### Clock wires, drivers and flops

The bar under the picture is 20 µm long.
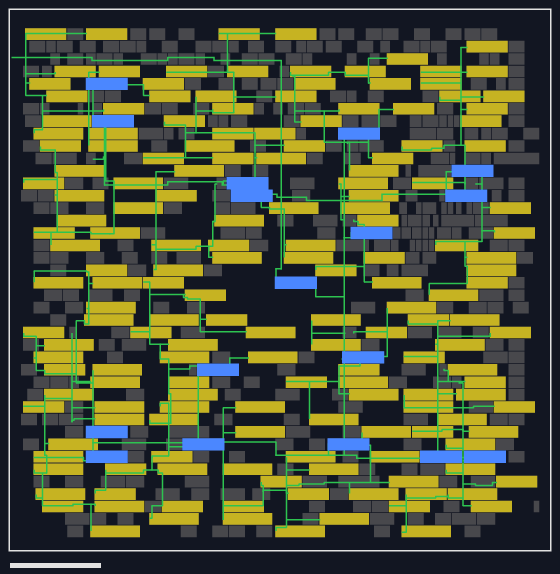
### Selected gate families

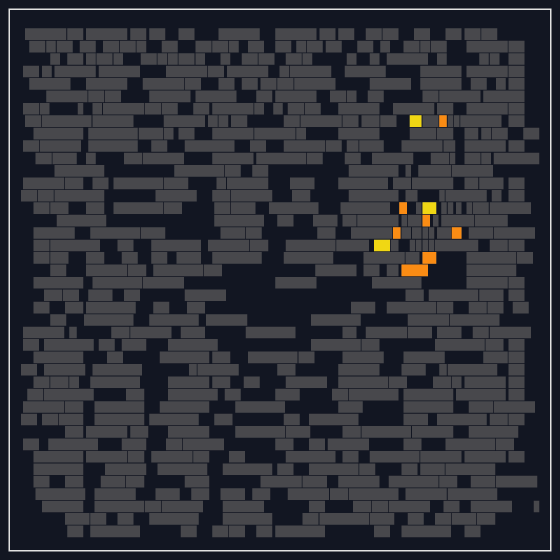
### I/O nets highlighted

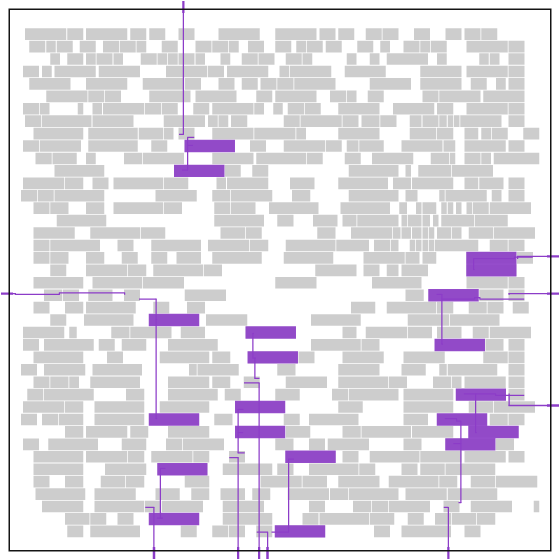
### The clock network

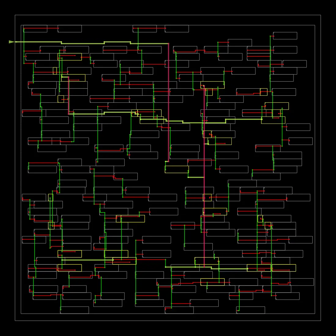
`src/rtl/apb_pkg.sv`:
```
// Shared types and widths for the APB requester: FSM state encoding and the buffered request record.
package apb_pkg;

    localparam int APB_ADDR_W = 10;
    localparam int APB_DATA_W = 32;

    typedef enum logic [1:0] {
        IDLE,
        SETUP,
        ACCESS
    } apb_state_e;

    typedef struct packed {
        logic                  write;
        logic [APB_ADDR_W-1:0] addr;
        logic [APB_DATA_W-1:0] wdata;
    } apb_req_t;

endpackage

```
`src/rtl/apb_master_if.sv`:
```
// Request/response stream plus APB bus of the requester; signal suffixes are from the master's view.
interface apb_master_if
    import apb_pkg::*;
#(
    parameter int ADDR_W = APB_ADDR_W,
    parameter int DATA_W = APB_DATA_W
);

    logic              req_valid_i;
    logic              req_ready_o;
    logic              req_write_i;
    logic [ADDR_W-1:0] req_addr_i;
    logic [DATA_W-1:0] req_wdata_i;
    logic              rsp_valid_o;
    logic [DATA_W-1:0] rsp_rdata_o;
    logic              rsp_err_o;
    logic              psel_o;
    logic              penable_o;
    logic [ADDR_W-1:0] paddr_o;
    logic              pwrite_o;
    logic [DATA_W-1:0] pwdata_o;
    logic [DATA_W-1:0] prdata_i;
    logic              pready_i;

    modport master (
        input  req_valid_i, req_write_i, req_addr_i, req_wdata_i, prdata_i, pready_i,
        output req_ready_o, rsp_valid_o, rsp_rdata_o, rsp_err_o,
        output psel_o, penable_o, paddr_o, pwrite_o, pwdata_o
    );

    modport slave (
        output req_valid_i, req_write_i, req_addr_i, req_wdata_i, prdata_i, pready_i,
        input  req_ready_o, rsp_valid_o, rsp_rdata_o, rsp_err_o,
        input  psel_o, penable_o, paddr_o, pwrite_o, pwdata_o
    );

endinterface

```
`src/rtl/apb_req_fifo.sv`:
```
// Synchronous request FIFO; pointers carry one extra wrap bit so full and empty are distinguishable.
module apb_req_fifo
    import apb_pkg::*;
#(
    parameter int DEPTH = 2
) (
    input  logic     clk,
    input  logic     reset,
    input  logic     i_push,
    input  apb_req_t i_data,
    input  logic     i_pop,
    output apb_req_t o_data,
    output logic     o_full,
    output logic     o_empty
);

    localparam int AW = $clog2(DEPTH);

    apb_req_t      r_mem [DEPTH];
    logic [AW:0]   r_wr_ptr;
    logic [AW:0]   r_rd_ptr;
    logic          w_do_push;
    logic          w_do_pop;

    assign o_empty   = (r_wr_ptr == r_rd_ptr);
    assign o_full    = (r_wr_ptr[AW] != r_rd_ptr[AW]) && (r_wr_ptr[AW-1:0] == r_rd_ptr[AW-1:0]);
    assign w_do_pop  = i_pop & ~o_empty;
    assign w_do_push = i_push & (~o_full | w_do_pop);
    assign o_data    = r_mem[r_rd_ptr[AW-1:0]];

    always_ff @(posedge clk or posedge reset) begin
        if (reset) begin
            r_wr_ptr <= '0;
            r_rd_ptr <= '0;
        end else begin
            if (w_do_push) r_wr_ptr <= r_wr_ptr + 1'b1;
            if (w_do_pop)  r_rd_ptr <= r_rd_ptr + 1'b1;
        end
    end

    // NOTE: storage is not reset; the pointers alone decide which entries are valid.
    always_ff @(posedge clk) begin
        if (w_do_push) r_mem[r_wr_ptr[AW-1:0]] <= i_data;
    end

endmodule

```
`src/rtl/apb_master.sv`:
```
// APB requester: buffers valid/ready requests and runs one SETUP/ACCESS transfer at a time.
// Optional ACCESS watchdog enabled by defining APB_MASTER_TIMEOUT_EN.
module apb_master
    import apb_pkg::*;
#(
    parameter int ADDR_W     = APB_ADDR_W,
    parameter int DATA_W     = APB_DATA_W,
    parameter int FIFO_DEPTH = 2
`ifdef APB_MASTER_TIMEOUT_EN
    ,
    parameter int TIMEOUT_CYCLES = 32
`endif
) (
    input logic         clk,
    input logic         reset,
    apb_master_if.master bus
);

    apb_state_e        r_state;
    logic              r_psel;
    logic              r_penable;
    logic [ADDR_W-1:0] r_paddr;
    logic              r_pwrite;
    logic [DATA_W-1:0] r_pwdata;
    logic              r_rsp_valid;
    logic [DATA_W-1:0] r_rsp_rdata;
    logic              r_rsp_err;

    apb_req_t w_push_req;
    apb_req_t w_head;
    logic     w_full;
    logic     w_empty;
    logic     w_push;
    logic     w_pop;
    logic     w_done;
    logic     w_abort;

    assign w_push_req      = '{write: bus.req_write_i, addr: bus.req_addr_i, wdata: bus.req_wdata_i};
    assign bus.req_ready_o = ~w_full & ~reset;
    assign w_push          = bus.req_valid_i & bus.req_ready_o;
    assign w_done          = (r_state == ACCESS) & bus.pready_i;
    // A new transfer starts from IDLE or straight out of a completing ACCESS.
    assign w_pop           = ~w_empty & ((r_state == IDLE) | w_done);

    apb_req_fifo #(.DEPTH(FIFO_DEPTH)) u_fifo (
        .clk     (clk),
        .reset   (reset),
        .i_push  (w_push),
        .i_data  (w_push_req),
        .i_pop   (w_pop),
        .o_data  (w_head),
        .o_full  (w_full),
        .o_empty (w_empty)
    );

`ifdef APB_MASTER_TIMEOUT_EN
    localparam int CNT_W = ($clog2(TIMEOUT_CYCLES + 1) > 8) ? $clog2(TIMEOUT_CYCLES + 1) : 8;

    logic [CNT_W-1:0] r_tmo_cnt;

    // The counter holds the number of ACCESS cycles already spent before the current one.
    assign w_abort = (r_state == ACCESS) & ~bus.pready_i & (r_tmo_cnt == CNT_W'(TIMEOUT_CYCLES - 1));

    always_ff @(posedge clk or posedge reset) begin
        if (reset)                  r_tmo_cnt <= '0;
        else if (w_pop)             r_tmo_cnt <= '0;
        else if (r_state == ACCESS) r_tmo_cnt <= r_tmo_cnt + 1'b1;
    end
`else
    assign w_abort = 1'b0;
`endif

    // NOTE: state and outputs use <= so every branch below sees pre-edge values.
    always_ff @(posedge clk or posedge reset) begin
        if (reset) begin
            r_state     <= IDLE;
            r_psel      <= 1'b0;
            r_penable   <= 1'b0;
            r_paddr     <= '0;
            r_pwrite    <= 1'b0;
            r_pwdata    <= '0;
            r_rsp_valid <= 1'b0;
            r_rsp_rdata <= '0;
            r_rsp_err   <= 1'b0;
        end else begin
            r_rsp_valid <= 1'b0;
            r_rsp_rdata <= '0;
            r_rsp_err   <= 1'b0;
            if (w_pop) begin
                r_paddr  <= w_head.addr;
                r_pwrite <= w_head.write;
                r_pwdata <= w_head.wdata;
            end
            case (r_state)
                IDLE: begin
                    if (!w_empty) begin
                        r_state <= SETUP;
                        r_psel  <= 1'b1;
                    end
                end
                SETUP: begin
                    r_state   <= ACCESS;
                    r_penable <= 1'b1;
                end
                ACCESS: begin
                    if (w_done) begin
                        r_rsp_valid <= 1'b1;
                        r_rsp_rdata <= r_pwrite ? '0 : bus.prdata_i;
                        r_penable   <= 1'b0;
                        r_psel      <= ~w_empty;
                        r_state     <= w_empty ? IDLE : SETUP;
                    end else if (w_abort) begin
                        r_rsp_valid <= 1'b1;
                        r_rsp_err   <= 1'b1;
                        r_psel      <= 1'b0;
                        r_penable   <= 1'b0;
                        r_state     <= IDLE;
                    end
                end
                default: begin
                    r_state   <= IDLE;
                    r_psel    <= 1'b0;
                    r_penable <= 1'b0;
                end
            endcase
        end
    end

    assign bus.psel_o      = r_psel;
    assign bus.penable_o   = r_penable;
    assign bus.paddr_o     = r_paddr;
    assign bus.pwrite_o    = r_pwrite;
    assign bus.pwdata_o    = r_pwdata;
    assign bus.rsp_valid_o = r_rsp_valid;
    assign bus.rsp_rdata_o = r_rsp_rdata;
    assign bus.rsp_err_o   = r_rsp_err;

endmodule

```
`src/flat_wrapper.sv`:
```
// flat-port wrapper written by rule: the top's interface ports become plain ports
module apb_master_flat import apb_pkg::*;
#(
    parameter int ADDR_W     = APB_ADDR_W,
    parameter int DATA_W     = APB_DATA_W,
    parameter int FIFO_DEPTH = 2

)
  (clk, reset, bus_req_valid_i, bus_req_write_i, bus_req_addr_i, bus_req_wdata_i, bus_prdata_i, bus_pready_i, bus_req_ready_o, bus_rsp_valid_o, bus_rsp_rdata_o, bus_rsp_err_o, bus_psel_o, bus_penable_o, bus_paddr_o, bus_pwrite_o, bus_pwdata_o);
  apb_master_if #(.ADDR_W(ADDR_W), .DATA_W(DATA_W)) bus_i ();
  input logic clk;
  input logic reset;
  input wire logic [$bits(bus_i.req_valid_i)-1:0] bus_req_valid_i;
  input wire logic [$bits(bus_i.req_write_i)-1:0] bus_req_write_i;
  input wire logic [$bits(bus_i.req_addr_i)-1:0] bus_req_addr_i;
  input wire logic [$bits(bus_i.req_wdata_i)-1:0] bus_req_wdata_i;
  input wire logic [$bits(bus_i.prdata_i)-1:0] bus_prdata_i;
  input wire logic [$bits(bus_i.pready_i)-1:0] bus_pready_i;
  output wire logic [$bits(bus_i.req_ready_o)-1:0] bus_req_ready_o;
  output wire logic [$bits(bus_i.rsp_valid_o)-1:0] bus_rsp_valid_o;
  output wire logic [$bits(bus_i.rsp_rdata_o)-1:0] bus_rsp_rdata_o;
  output wire logic [$bits(bus_i.rsp_err_o)-1:0] bus_rsp_err_o;
  output wire logic [$bits(bus_i.psel_o)-1:0] bus_psel_o;
  output wire logic [$bits(bus_i.penable_o)-1:0] bus_penable_o;
  output wire logic [$bits(bus_i.paddr_o)-1:0] bus_paddr_o;
  output wire logic [$bits(bus_i.pwrite_o)-1:0] bus_pwrite_o;
  output wire logic [$bits(bus_i.pwdata_o)-1:0] bus_pwdata_o;
  assign bus_i.req_valid_i = bus_req_valid_i;
  assign bus_i.req_write_i = bus_req_write_i;
  assign bus_i.req_addr_i = bus_req_addr_i;
  assign bus_i.req_wdata_i = bus_req_wdata_i;
  assign bus_i.prdata_i = bus_prdata_i;
  assign bus_i.pready_i = bus_pready_i;
  assign bus_req_ready_o = bus_i.req_ready_o;
  assign bus_rsp_valid_o = bus_i.rsp_valid_o;
  assign bus_rsp_rdata_o = bus_i.rsp_rdata_o;
  assign bus_rsp_err_o = bus_i.rsp_err_o;
  assign bus_psel_o = bus_i.psel_o;
  assign bus_penable_o = bus_i.penable_o;
  assign bus_paddr_o = bus_i.paddr_o;
  assign bus_pwrite_o = bus_i.pwrite_o;
  assign bus_pwdata_o = bus_i.pwdata_o;
  apb_master #(.ADDR_W(ADDR_W), .DATA_W(DATA_W), .FIFO_DEPTH(FIFO_DEPTH)) u_core (.clk(clk), .reset(reset), .bus(bus_i));
endmodule
```
`config.mk`:
```
export PLATFORM = sky130hd
export DESIGN_NAME = apb_master_flat
export DESIGN_NICKNAME = d
export VERILOG_FILES = /design/src/rtl/apb_pkg.sv /design/src/rtl/apb_master_if.sv /design/src/rtl/apb_req_fifo.sv /design/src/rtl/apb_master.sv /design/src/flat_wrapper.sv
export SDC_FILE = /design/constraint.sdc
export NUM_CORES = 1
export LEC_CHECK = 0
export CORE_MARGIN = 2
export CORE_UTILIZATION = 49
export CTS_BUF_LIST = sky130_fd_sc_hd__clkbuf_16
export DETAILED_ROUTE_END_ITERATION = 8
export GPL_TIMING_DRIVEN = 0
export MAX_ROUTING_LAYER = met4
export PLACE_DENSITY_LB_ADDON = 0.05
export REMOVE_ABC_BUFFERS = 1
export SYNTH_ARGS = -nofsm -noshare
export SYNTH_HDL_FRONTEND = slang
export SYNTH_HIERARCHICAL = 1
export SYNTH_SLANG_ARGS = --single-unit
export TNS_END_PERCENT = 20
```
`constraint.sdc`:
```
create_clock -name clk -period 4.5 [get_ports clk]
set_input_delay 0.9 -clock clk [delete_from_list [all_inputs] [get_ports clk]]
set_output_delay 0.9 -clock clk [all_outputs]
set_load 0.01 [all_outputs]
```
==> results.toml <==
# physical design summary
[status]
outcome = "finished, final reports clean"

[pwr]
top_power_group = "registers"
ir_drop_v = 0.000425
seqPwrFrac_pct = 39.2
share_comb_of_total_power_pct = 37.7
switchingPower_uw = 1710
p_comb_uw = 2220

[final_layout]
logic_area_mm2 = 0.00158
design_area_mm2 = 0.00873
inverters = 6
top_area_cell_class = "registers"
fillers = 889
fin_util_pct = 68.9
comb_cells = 157
area_delta_synth_final_pct = 36.7
drive_gt1_share_pct = 24.7
lay_top_cells = "clkdlybuf4s50_1, edfxtp_1, dfrtp_1, mux2_2, mux2_4"
seq-cell-share_pct = 53.7

[min_path]
min_from = "u_core/bus.penable_o"

[detailed_routing]
wl_per_cell_um = 16.8
drc_errors = 0
ant_nets = 0

[clocking]
cts_inserted_buffers = 17
cts.sinks = 170
htree_levels = 4
postCtsSetupRepairBufs = 0
path_clk_slew_ns = 0.06

[synth]
ys_seq_share_pct = 73.3
common_cells = "edfxtp_1, dfrtp_1, mux2_2"
yosysTopAreaCellShare_pct = 40.4

[global_route]
grtUsageMet3_pct = 5.60
antenna_found_initial = 0
grt_max_degree = 46

[timing]
finalHoldViolCount = 0
rsz0062_at_grt = "no"
whs_ns = 0.484
drv_slew = 0

[critical_path]
cp_cell_sequence = "buf_12 > xor2_1 > nor2_1 > nor2_8 > nand2_4 > inv_1 > nor2b_1 > a21oi_4 > buf_12"
worstPathArrival_ns = 3.75
worstReg2RegStart = "u_core/u_fifo/r_rd_ptr[0]"
critPathSlowestCell = "dfrtp_2"
cp.required_ns = 4.62
crit_type = "reg2reg"
worstPathBufferInverterCount = 3

[placement]
dp_cells = 666

[die]
rows = 41
initCoreUtil_pct = 50.4
About 'Clock wires, drivers and flops':
[yellow] flip-flops | count: 170
[green] clock wires | length: 1,840 µm
[blue] clock drivers | count: 17
routed clock nets: 18

About 'Selected gate families':
| color | family | cells |
|---|---|---|
| orange | aoi and oai cells | 7 |
| yellow | non-inverting ao/oa cells | 3 |

About 'I/O nets highlighted':
| color | port | bits | direction | edge | end cells | buffers | wire |
|---|---|---|---|---|---|---|---|
| purple | bus_req_addr_i | 10 | input | 5 bottom, 3 right, 1 top, 1 left | 20 | 10 | 361 µm |

About 'The clock network':
Final Skew: 0.0116 ns
CLK BUF: 19

[registers in the layout, summed over array words and instances, names as in the netlist]
register	count
u_core/u_fifo/r_mem	86
u_core/bus.pwdata_o	32
u_core/bus.rsp_rdata_o	32
u_core/bus.paddr_o	10
u_core/r_state	2
u_core/u_fifo/r_rd_ptr	2
u_core/u_fifo/r_wr_ptr	2
u_core/bus.penable_o	1
u_core/bus.psel_o	1
u_core/bus.pwrite_o	1
u_core/bus.rsp_valid_o	1
[logic make-up after synthesis]
family | after synthesis | synth area share [%]
AND-OR/OR-AND | 10 | 1.04
XOR/XNOR | 3 | 0.411
buffers and inverters | 20 | 2.17
flip-flops | 170 | 73.3
multiplexers | 88 | 17.7
other | 1 | 0.0587
AND/OR/NAND/NOR | 55 | 5.27
